--- config.mk ---
export PLATFORM = sky130hd
export DESIGN_NAME = instr_fetch_stage_flat
export DESIGN_NICKNAME = d
export VERILOG_FILES = /design/src/rtl/instr_fetch_stage_if.sv /design/src/rtl/instr_fetch_stage.sv /design/src/flat_wrapper.sv
export SDC_FILE = /design/constraint.sdc
export NUM_CORES = 1
export LEC_CHECK = 0
export ABC_AREA = 1
export CAP_MARGIN = 5
export CORE_MARGIN = 2
export CORE_UTILIZATION = 40
export DETAILED_ROUTE_END_ITERATION = 8
export PLACE_DENSITY = 0.7
export SYNTH_ARGS = -nofsm -noshare
export SYNTH_HDL_FRONTEND = slang
export SYNTH_SLANG_ARGS = --single-unit
--- constraint.sdc ---
create_clock -name clk -period 2.3 [get_ports clk]
set_input_delay 0.575 -clock clk [delete_from_list [all_inputs] [get_ports clk]]
set_output_delay 0.575 -clock clk [all_outputs]
set_load 0.03 [all_outputs]
--- src/rtl/instr_fetch_stage_if.sv ---
// Instruction fetch bus bundle.
// Carries the word-addressed instruction memory port and the registered
// IF/ID output that feeds decode.
//   imem_addr : word address to instruction memory (fetch stage drives)
//   imem_data : instruction word returned combinationally by memory
//   if_instr  : registered instruction handed to decode
//   if_pc     : word address of if_instr
//   if_valid  : if_instr/if_pc hold a live instruction
// There is no backpressure on this bus. Decode must consume if_instr on
// every cycle where if_valid=1. Holding a word in place is the job of the
// fetch stage's stall input.
interface instr_fetch_stage_if #(
    parameter int ADDR_WIDTH = 32
);
    logic [ADDR_WIDTH-1:0] imem_addr;
    logic [31:0]           imem_data;
    logic [31:0]           if_instr;
    logic [ADDR_WIDTH-1:0] if_pc;
    logic                  if_valid;

    // The fetch stage is the master side.
    modport master (
        output imem_addr,
        input  imem_data,
        output if_instr,
        output if_pc,
        output if_valid
    );

    // Memory and decode together form the slave side.
    modport slave (
        input  imem_addr,
        output imem_data,
        input  if_instr,
        input  if_pc,
        input  if_valid
    );
endinterface

--- src/rtl/instr_fetch_stage.sv ---
// Program counter and fetch stage placed in front of a word-addressed,
// zero-latency instruction memory.
// Ports:
//   clk, rst_n           : clock and asynchronous active-low reset
//   stall                : hold PC and the IF/ID register
//   flush                : invalidate IF/ID and skip the word fetched this cycle
//   branch_taken/_target : redirect the PC. An out-of-range target halts with fault.
//   halt_req             : stop fetching until reset
//   bus                  : imem address/data and the IF/ID outputs (master side)
//   halted, fault        : fetch stopped; fault means an illegal branch target caused it
//   fetch_count          : saturating count of words accepted into IF/ID
//   state_dbg            : current FSM state (0=BOOT, 1=RUN, 2=HALT)
module instr_fetch_stage #(
    parameter int ADDR_WIDTH = 32,
    parameter int MEM_WORDS  = 128,
    parameter int RESET_PC   = 0,
    parameter int CNT_WIDTH  = 16
) (
    input  logic                  clk,
    input  logic                  rst_n,
    input  logic                  stall,
    input  logic                  flush,
    input  logic                  branch_taken,
    input  logic [ADDR_WIDTH-1:0] branch_target,
    input  logic                  halt_req,
    instr_fetch_stage_if.master   bus,
    output logic                  halted,
    output logic                  fault,
    output logic [CNT_WIDTH-1:0]  fetch_count,
    output logic [1:0]            state_dbg
);
    typedef enum logic [1:0] {BOOT = 2'd0, RUN = 2'd1, HALT = 2'd2} state_t;

    state_t                r_state,  w_state_nx;
    logic [ADDR_WIDTH-1:0] r_pc,     w_pc_nx;
    logic [31:0]           r_instr,  w_instr_nx;
    logic [ADDR_WIDTH-1:0] r_if_pc,  w_if_pc_nx;
    logic                  r_valid,  w_valid_nx;
    logic                  r_halted, w_halted_nx;
    logic                  r_fault,  w_fault_nx;
    logic [CNT_WIDTH-1:0]  r_cnt,    w_cnt_nx;
    logic [ADDR_WIDTH-1:0] w_next_pc;
    logic                  w_tgt_bad;

    // Sequential PC. It wraps at the top of memory, so the PC never leaves
    // the legal range.
    assign w_next_pc = (r_pc == ADDR_WIDTH'(MEM_WORDS - 1)) ? '0 : r_pc + 1'b1;
    assign w_tgt_bad = (branch_target >= ADDR_WIDTH'(MEM_WORDS));

    always_ff @(posedge clk or negedge rst_n) begin
        if (!rst_n) begin
            r_state  <= BOOT;
            r_pc     <= ADDR_WIDTH'(RESET_PC);
            r_instr  <= '0;
            r_if_pc  <= '0;
            r_valid  <= 1'b0;
            r_halted <= 1'b0;
            r_fault  <= 1'b0;
            r_cnt    <= '0;
        end else begin
            r_state  <= w_state_nx;
            r_pc     <= w_pc_nx;
            r_instr  <= w_instr_nx;
            r_if_pc  <= w_if_pc_nx;
            r_valid  <= w_valid_nx;
            r_halted <= w_halted_nx;
            r_fault  <= w_fault_nx;
            r_cnt    <= w_cnt_nx;
        end
    end

    always_comb begin
        w_state_nx  = r_state;
        w_pc_nx     = r_pc;
        w_instr_nx  = r_instr;
        w_if_pc_nx  = r_if_pc;
        w_valid_nx  = r_valid;
        w_halted_nx = r_halted;
        w_fault_nx  = r_fault;
        w_cnt_nx    = r_cnt;
        case (r_state)
            BOOT: begin
                // One bubble cycle. Nothing is fetched and the PC stays put.
                if (halt_req) begin
                    w_state_nx  = HALT;
                    w_halted_nx = 1'b1;
                end else begin
                    w_state_nx = RUN;
                end
            end
            RUN: begin
                // Priority order: halt, bad branch, branch, flush, stall, fetch.
                if (halt_req) begin
                    w_state_nx  = HALT;
                    w_halted_nx = 1'b1;
                    w_valid_nx  = 1'b0;
                end else if (branch_taken && w_tgt_bad) begin
                    w_state_nx  = HALT;
                    w_halted_nx = 1'b1;
                    w_fault_nx  = 1'b1;
                    w_valid_nx  = 1'b0;
                end else if (branch_taken) begin
                    // The word on imem_data is wrong-path, so it is dropped.
                    w_pc_nx    = branch_target;
                    w_valid_nx = 1'b0;
                end else if (flush) begin
                    w_pc_nx    = w_next_pc;
                    w_valid_nx = 1'b0;
                end else if (stall) begin
                    w_pc_nx = r_pc;
                end else begin
                    w_instr_nx = bus.imem_data;
                    w_if_pc_nx = r_pc;
                    w_valid_nx = 1'b1;
                    w_pc_nx    = w_next_pc;
                    if (r_cnt != {CNT_WIDTH{1'b1}}) begin
                        w_cnt_nx = r_cnt + 1'b1;
                    end
                end
            end
            HALT: begin
                w_valid_nx = 1'b0;
            end
            default: begin
                w_state_nx  = HALT;
                w_halted_nx = 1'b1;
                w_valid_nx  = 1'b0;
            end
        endcase
    end

    assign bus.imem_addr = r_pc;
    assign bus.if_instr  = r_instr;
    assign bus.if_pc     = r_if_pc;
    assign bus.if_valid  = r_valid;
    assign halted        = r_halted;
    assign fault         = r_fault;
    assign fetch_count   = r_cnt;
    assign state_dbg     = r_state;
endmodule

--- src/flat_wrapper.sv ---
// flat-port wrapper written by rule: the top's interface ports become plain ports
module instr_fetch_stage_flat 
#(
    parameter int ADDR_WIDTH = 32,
    parameter int MEM_WORDS  = 128,
    parameter int RESET_PC   = 0,
    parameter int CNT_WIDTH  = 16
)
  (clk, rst_n, stall, flush, branch_taken, branch_target, halt_req, halted, fault, fetch_count, state_dbg, bus_imem_addr, bus_imem_data, bus_if_instr, bus_if_pc, bus_if_valid);
  instr_fetch_stage_if #(.ADDR_WIDTH(ADDR_WIDTH)) bus_i ();
  input  logic clk;
  input  logic rst_n;
  input  logic stall;
  input  logic flush;
  input  logic branch_taken;
  input  logic [ADDR_WIDTH-1:0] branch_target;
  input  logic halt_req;
  output logic halted;
  output logic fault;
  output logic [CNT_WIDTH-1:0] fetch_count;
  output logic [1:0] state_dbg;
  output wire logic [$bits(bus_i.imem_addr)-1:0] bus_imem_addr;
  input wire logic [$bits(bus_i.imem_data)-1:0] bus_imem_data;
  output wire logic [$bits(bus_i.if_instr)-1:0] bus_if_instr;
  output wire logic [$bits(bus_i.if_pc)-1:0] bus_if_pc;
  output wire logic [$bits(bus_i.if_valid)-1:0] bus_if_valid;
  assign bus_imem_addr = bus_i.imem_addr;
  assign bus_i.imem_data = bus_imem_data;
  assign bus_if_instr = bus_i.if_instr;
  assign bus_if_pc = bus_i.if_pc;
  assign bus_if_valid = bus_i.if_valid;
  instr_fetch_stage #(.ADDR_WIDTH(ADDR_WIDTH), .MEM_WORDS(MEM_WORDS), .RESET_PC(RESET_PC), .CNT_WIDTH(CNT_WIDTH)) u_core (.clk(clk), .rst_n(rst_n), .stall(stall), .flush(flush), .branch_taken(branch_taken), .branch_target(branch_target), .halt_req(halt_req), .bus(bus_i), .halted(halted), .fault(fault), .fetch_count(fetch_count), .state_dbg(state_dbg));
endmodule
### Wire density map

Scale: 3 px per um. The die is cut into 26 by 26 equal tiles; white is low, dark blue is high, scaled to the fullest tile. Values are wire area over tile area, all layers added.
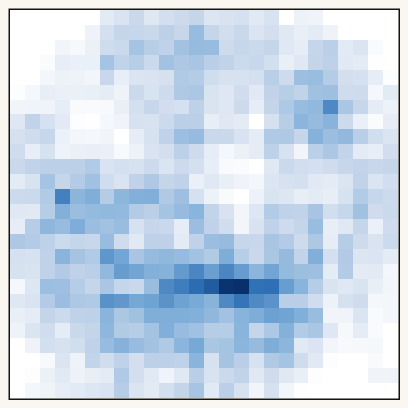
densest ninth of the die: south
nearly empty tiles: 9.2%
fullest tile: 0.84

### Routing congestion

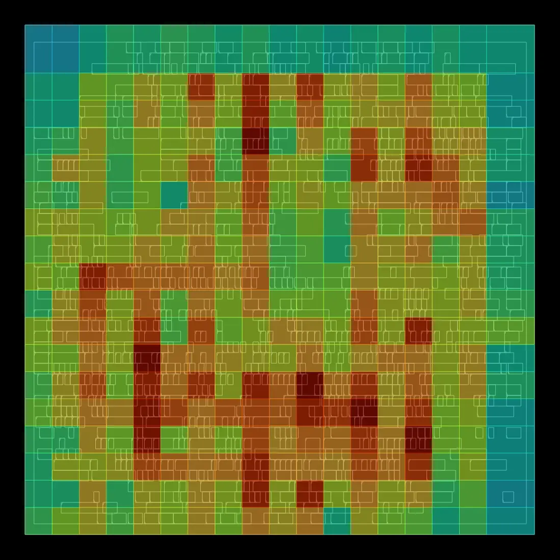
GR Layer Usage met2: 37.52%
routed wire length per instance: 15.02 um
GRT Util Overall: 24.60%
Final Util: 59.57%
GRT met1 Usage: 33.67%

### Metal 4

Scale: 4 px per um. Supply wires on this layer in gray.
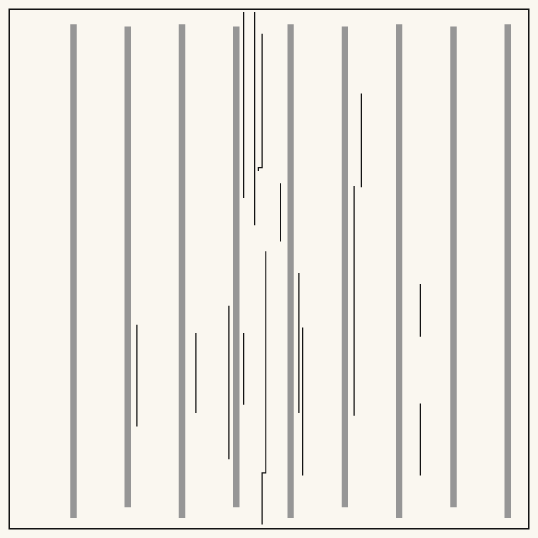
nets with wire on the layer: 11
wire length on this layer: 500 um

==> flow_metrics.tcl <==
# implementation run metrics
set metrics [dict create \
    common_cells "438 x nand2_1, 117 x dfrtp_1, 84 x nor2_1" \
    synth_flops 117 \
    fp_util_pct 41.14 \
    top_area_share_pct 46.47 \
    async_flop_share_pct 100.0 \
    crit_family "buffers and inverters" \
    crit_path_max_fanout 7 \
    drtIter0Drc 548 \
    hpwl_um 14760 \
    r2r_end "u_core.bus.imem_addr[9]$_DFFE_PN0P_" \
    fin_crit_ns 2.252 \
    finalSetupViolCount 0 \
    synth.distinct_cells 33 \
    io_buffers 186 \
    min_path_type "input pin to async pin" \
    arrival_ns 1.68 \
    num_io_pins 187 \
    drt.antenna.violating_nets 0 \
    critPathLaunchType "flip-flop" \
    area_leaders "dfrtp_1 46%, nand2_1 26%, nor2_1 5.0%" \
    fin_nets 1173 \
    grtUsageMet3_pct 6.647 \
    outcome "complete, no violations" \
    num_rows 45 \
    synth.net_count 971 \
    maxCapViolCount 0 \
    lay_top_count "nand2_1" \
    synth_stat.cells 899 \
    cts_tree "done" \
    place.gp.congestion 0.9924 \
    busiest_layer "met2" \
    warnings 26 \
    cpPeakStageDelay_ns 0.74 \
    reg2reg_setup_slack_ns 0.28 \
]
### A small window of the routed layout

Window x 50 to 80, y 24 to 54 um. Cells in gray, sequential cells in the stronger gray; small squares are vias.
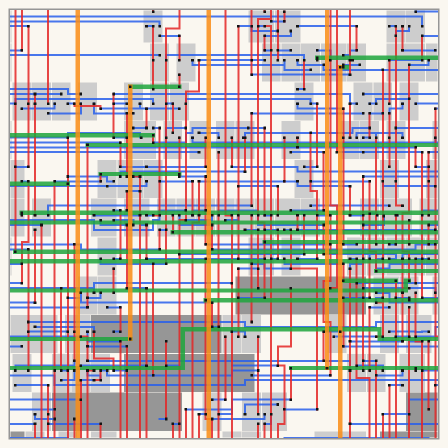
legend:
  orange:
    layer: metal 4
  red:
    layer: metal 2
  blue:
    layer: metal 1
  green:
    layer: metal 3
most frequent: nand2_1 (40), nor2_1 (25), o21ai_0 (9)
cells with their middle in the window: 89
netlist names of flops here include: u_core.bus.imem_addr (4)
sequential cells in the window: 4

### Selected gate families

Scale: 4 px per um.
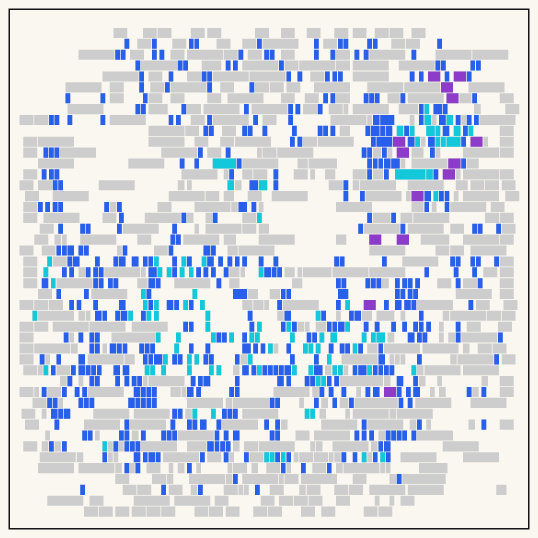
legend:
  blue:
    family: NAND gates
    cells: 503
    most_used: nand2_1
    where: all over the die
  purple:
    family: XOR/XNOR gates
    cells: 14
    most_used: xor2_1
  cyan:
    family: NOR gates
    cells: 97
    most_used: nor2_1

==> stage by stage <==
| step | worst slack [ns] | instance area [um^2] | hold WS [ns] | utilization, % |
|---|---|---|---|---|
| after floorplan | 0.4934 | 6300 | 0.2794 | - |
| after CTS | 0.04984 | 9123 | 0.07095 | 59.57 |
| after global routing | 0.02429 | 9123 | 0.09372 | 59.57 |
| final | 0.04759 | 9123 | 0.06612 | 59.57 |
| after detailed placement | -0.03949 | 8487 | 0.4531 | 55.42 |
| after global placement | 0.003715 | 8487 | 0.4477 | 55.42 |
==> area by class of cell <==
| cell class | count | area, um^2 |
|---|---|---|
| Fill cell | 1418 | 6192 |
| Sequential cell | 117 | 2928 |
| Clock buffer | 23 | 488.0 |
| Inverter | 75 | 284.0 |
| Tap cell | 211 | 264.0 |
| Multi-Input combinational cell | 678 | 2907 |
| Clock inverter | 9 | 147.6 |
| Timing Repair Buffer | 212 | 2105 |
==> worst reg2reg max path: stages (launching register included) <==
cell	delay (ns)
dfrtp_1	0.48
inv_1	0.14
nor2_2	0.31
nand2_2	0.20
nor2_1	0.39
nand2_1	0.11
nand3_1	0.09
o21ai_0	0.07
nand2_1	0.07
nand2_1	0.05
==> registers in the layout (all words and copies together), names as in the netlist <==
register	flops
u_core.fault	1
u_core.fetch_count	16
u_core.halted	1
u_core.bus.if_instr	32
u_core.bus.if_pc	32
u_core.bus.imem_addr	32
u_core.state_dbg	2
u_core.bus.if_valid	1
==> power by group <==
group          switching, mW  internal [mW]
logic                  0.331          0.280
registers             0.0703           2.12
clock network          0.959           1.92
total                   1.36           4.32
==> cell families after synthesis <==
family          Yosys count  share of synthesized area (%)
compound gates           62                          5.422
flops                   117                          46.47
simple gates            600                          38.37
fa+ha+maj                 2                         0.3972
buf+inv                 104                          7.388
xor+xnor                 14                          1.946
==> how the worst max path moves through the flow <==
stage                                                     from                                   end  slack [ns]  cells after the start
after CTS                 u_core.bus.imem_addr[11]$_DFFE_PN0P_                     bus_imem_addr[11]        0.05                      1
final                     u_core.bus.imem_addr[11]$_DFFE_PN0P_                     bus_imem_addr[11]        0.05                      1
after detailed placement                     branch_target[18]  u_core.bus.imem_addr[27]$_DFFE_PN0P_       -0.04                     13
after floorplan              u_core.fetch_count[0]$_DFFE_PN0P_    u_core.fetch_count[10]$_DFFE_PN0P_        0.49                      9
after global routing      u_core.bus.imem_addr[14]$_DFFE_PN0P_                     bus_imem_addr[14]        0.02                      1
after global placement                       branch_target[18]  u_core.bus.imem_addr[28]$_DFFE_PN0P_       0.004                     13
==> per-layer routing <==
layer	vias up	routed length (um)
met5	-	0
met4	0	500
met3	34	1537
met2	237	9048
met1	2999	8810
li1	3196	-
Power and IR drop assume default switching activity.
